File: src/rtl/fixed_point_accumulator.sv
// Fixed-point accumulator: sums a stream of {scale, number} products in a wide
// signed register (FRAC_MAX fractional bits), then searches downward from the
// finest scale for the first one whose value fits a 13-bit signed number.
//
// Handshake rule: a transfer happens on a rising edge where valid && ready are
// both high. A source holds its payload stable while valid is high and ready is
// low. in_ready and out_valid come from registers and never depend on
// out_ready or in_valid in the same cycle.
module fixed_point_accumulator #(
  parameter int ACC_W    = 24,
  parameter int FRAC_MAX = 7,
  parameter int CNT_W    = 8
) (
  input  logic             clk,
  input  logic             rst,
  input  logic             in_valid,
  output logic             in_ready,
  input  logic [15:0]      in_data,
  input  logic             in_ovf,
  input  logic             in_last,
  output logic             out_valid,
  input  logic             out_ready,
  output logic [15:0]      out_data,
  output logic             out_overflow,
  output logic [CNT_W-1:0] out_count,
  output logic [1:0]       dbg_state
);

  typedef enum logic [1:0] {
    ST_ACCUM = 2'd0,
    ST_NORM  = 2'd1,
    ST_HOLD  = 2'd2
  } state_t;

  localparam logic signed [ACC_W-1:0] ACC_MAX = {1'b0, {(ACC_W-1){1'b1}}};
  localparam logic signed [ACC_W-1:0] ACC_MIN = {1'b1, {(ACC_W-1){1'b0}}};
  localparam logic [2:0]              S_TOP   = 3'(FRAC_MAX);

  state_t                  state;
  logic signed [ACC_W-1:0] acc;
  logic [CNT_W-1:0]        count;
  logic                    sticky;
  logic [2:0]              trial_s;

  logic [2:0]              shamt_in;
  logic signed [ACC_W-1:0] term;
  logic signed [ACC_W:0]   sum_wide;
  logic                    sat_hit;
  logic signed [ACC_W-1:0] sat_sum;
  logic [2:0]              shamt_norm;
  logic signed [ACC_W-1:0] norm_v;
  logic                    v_fits;

  assign dbg_state = state;

  // Datapath: align the incoming term, saturating add, and trial renormalisation.
  always_comb begin
    shamt_in   = S_TOP - in_data[15:13];
    term       = {{(ACC_W-13){in_data[12]}}, in_data[12:0]} <<< shamt_in;
    sum_wide   = {acc[ACC_W-1], acc} + {term[ACC_W-1], term};
    sat_hit    = sum_wide[ACC_W] ^ sum_wide[ACC_W-1];
    sat_sum    = sat_hit ? (sum_wide[ACC_W] ? ACC_MIN : ACC_MAX) : sum_wide[ACC_W-1:0];
    shamt_norm = S_TOP - trial_s;
    norm_v     = acc >>> shamt_norm;
    // A 13-bit signed value has all bits from 12 upward equal to the sign.
    v_fits     = (&norm_v[ACC_W-1:12]) | ~(|norm_v[ACC_W-1:12]);
  end

  // Control FSM with registered handshake and result outputs.
  always_ff @(posedge clk) begin
    if (rst) begin
      state        <= ST_ACCUM;
      acc          <= '0;
      count        <= '0;
      sticky       <= 1'b0;
      trial_s      <= S_TOP;
      in_ready     <= 1'b1;
      out_valid    <= 1'b0;
      out_data     <= '0;
      out_overflow <= 1'b0;
      out_count    <= '0;
    end else begin
      case (state)
        ST_ACCUM: begin
          if (in_valid) begin
            acc    <= sat_sum;
            sticky <= sticky | in_ovf | sat_hit;
            if (count != '1) count <= count + 1'b1;
            if (in_last) begin
              state    <= ST_NORM;
              trial_s  <= S_TOP;
              in_ready <= 1'b0;
            end
          end
        end
        ST_NORM: begin
          if (v_fits) begin
            out_data     <= {trial_s, norm_v[12:0]};
            out_overflow <= sticky;
            out_count    <= count;
            out_valid    <= 1'b1;
            state        <= ST_HOLD;
          end else if (trial_s != 3'd0) begin
            trial_s <= trial_s - 3'd1;
          end else begin
            // Even integer scale cannot hold the sum: clamp and flag it.
            out_data     <= {3'd0, norm_v[ACC_W-1] ? 13'h1000 : 13'h0FFF};
            sticky       <= 1'b1;
            out_overflow <= 1'b1;
            out_count    <= count;
            out_valid    <= 1'b1;
            state        <= ST_HOLD;
          end
        end
        ST_HOLD: begin
          if (out_ready) begin
            acc       <= '0;
            count     <= '0;
            sticky    <= 1'b0;
            out_valid <= 1'b0;
            in_ready  <= 1'b1;
            state     <= ST_ACCUM;
          end
        end
        default: begin
          state    <= ST_ACCUM;
          in_ready <= 1'b1;
        end
      endcase
    end
  end

endmodule
File: config.mk
export PLATFORM = sky130hd
export DESIGN_NAME = fixed_point_accumulator
export DESIGN_NICKNAME = d
export VERILOG_FILES = /design/src/rtl/fixed_point_accumulator.sv
export SDC_FILE = /design/constraint.sdc
export NUM_CORES = 1
export LEC_CHECK = 0
export CORE_MARGIN = 2
export CORE_UTILIZATION = 39
export CTS_CLUSTER_SIZE = 24
export DETAILED_ROUTE_END_ITERATION = 6
export GPL_TIMING_DRIVEN = 0
export PLACE_DENSITY_LB_ADDON = 0.1
export SYNTH_ARGS = -nofsm -noshare
export SYNTH_HDL_FRONTEND = slang
export SYNTH_SLANG_ARGS = --single-unit
File: constraint.sdc
create_clock -name clk -period 4.2 [get_ports clk]
set_input_delay 0.84 -clock clk [delete_from_list [all_inputs] [get_ports clk]]
set_output_delay 0.84 -clock clk [all_outputs]
set_load 0.05 [all_outputs]
### Wiring by layer

Scale: 3 px per um.
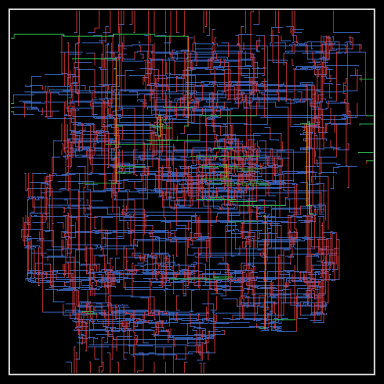
colour	layer	wire length
red	M2	6,890 um
green	M3	416 um
blue	M1	7,310 um
orange	M4	183 um
DR WL/cell: 16.07 um
vias: 5,236
final WL: 14,800 um
GR Util All Layers: 0.2056

### Routing congestion

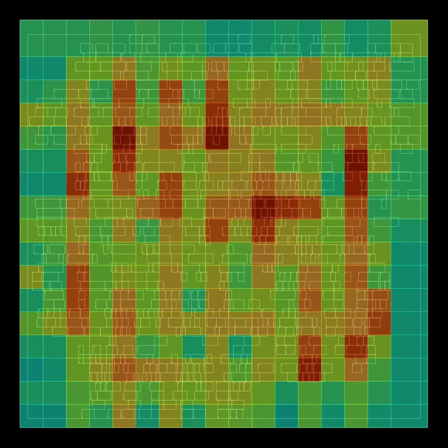
GRT met2 Usage: 0.3287
met1 Track Usage GR: 0.2898
met3 GRT Util: 0.03242

### Close-up of the layout

Window x 81 to 101, y 20 to 40 um. Cells in grey, sequential cells in the stronger grey; small squares are vias.
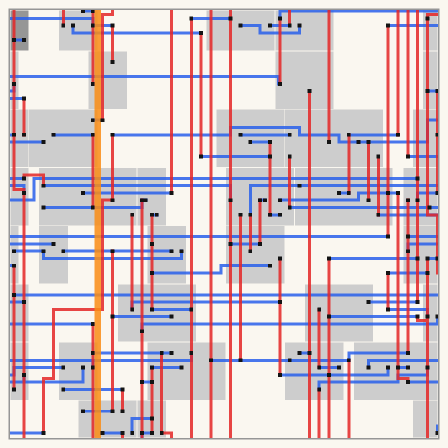
colour	layer
orange	M4
blue	M1
red	M2
sequential cells in the window	0
most frequent	xnor2_1 (3), ha_1 (3)
cells with their middle in the window	25

### Clock wires, drivers and flops

Scale: 2 px per um.
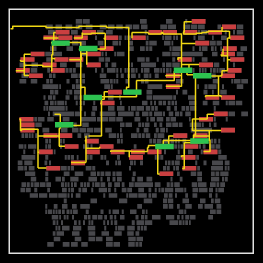
[red] flip-flops | count: 65
[yellow] clock wires | length: 897 um
[green] clock-net drivers | count: 9
routed clock nets	10
Clock Latency Late Sink: 0.33 ns
skew final: 0.005406 ns
clk pwr: 872 uW

### Metal 4

Scale: 3 px per um.
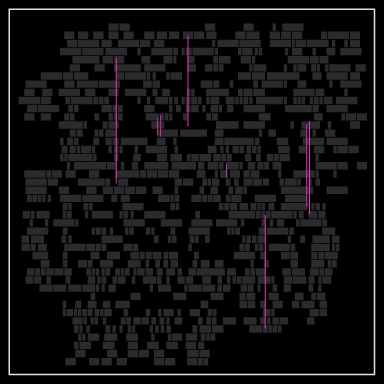
main direction	vertical
nets with wire on the layer	8
longest straight run	41.5 um
wire length on this layer	183 um
share of all routed wire	1.2%

==> results_dict.tcl <==
# metrics dict for downstream scripts
set metrics [dict create \
    status "finished clean" \
    path_class "input port to flop" \
    vias_per_cell 5.685 \
    yosysUniqueCellTypes 70 \
    fin_crit_ns 3.970 \
    met3_length_um 415 \
    clkPwrFrac 0.194 \
    fp_nets 733 \
    fillers 1347 \
    cts_tree "yes" \
    placed_cells 902 \
    cts_buffers 9 \
    drc 0 \
    comb_power_share 0.591 \
    die_w_um 121.3 \
    hp-class "flop to flop" \
    yosys.cell_count.top_type "nand2_1" \
    flop_cell "dfxtp_1" \
    avgSynthCellArea_um2 7.902 \
    peakVddDrop_mv 0.2940 \
    worstMarginPinSlew_ns 0.7482 \
    warnings 30 \
    finalPower_mw 4.507 \
    regArea_um2 1301 \
    comb_cells 546 \
    rr_worst_depth 11 \
]
No activity file was given, so power comes from the tool's default toggle rates.
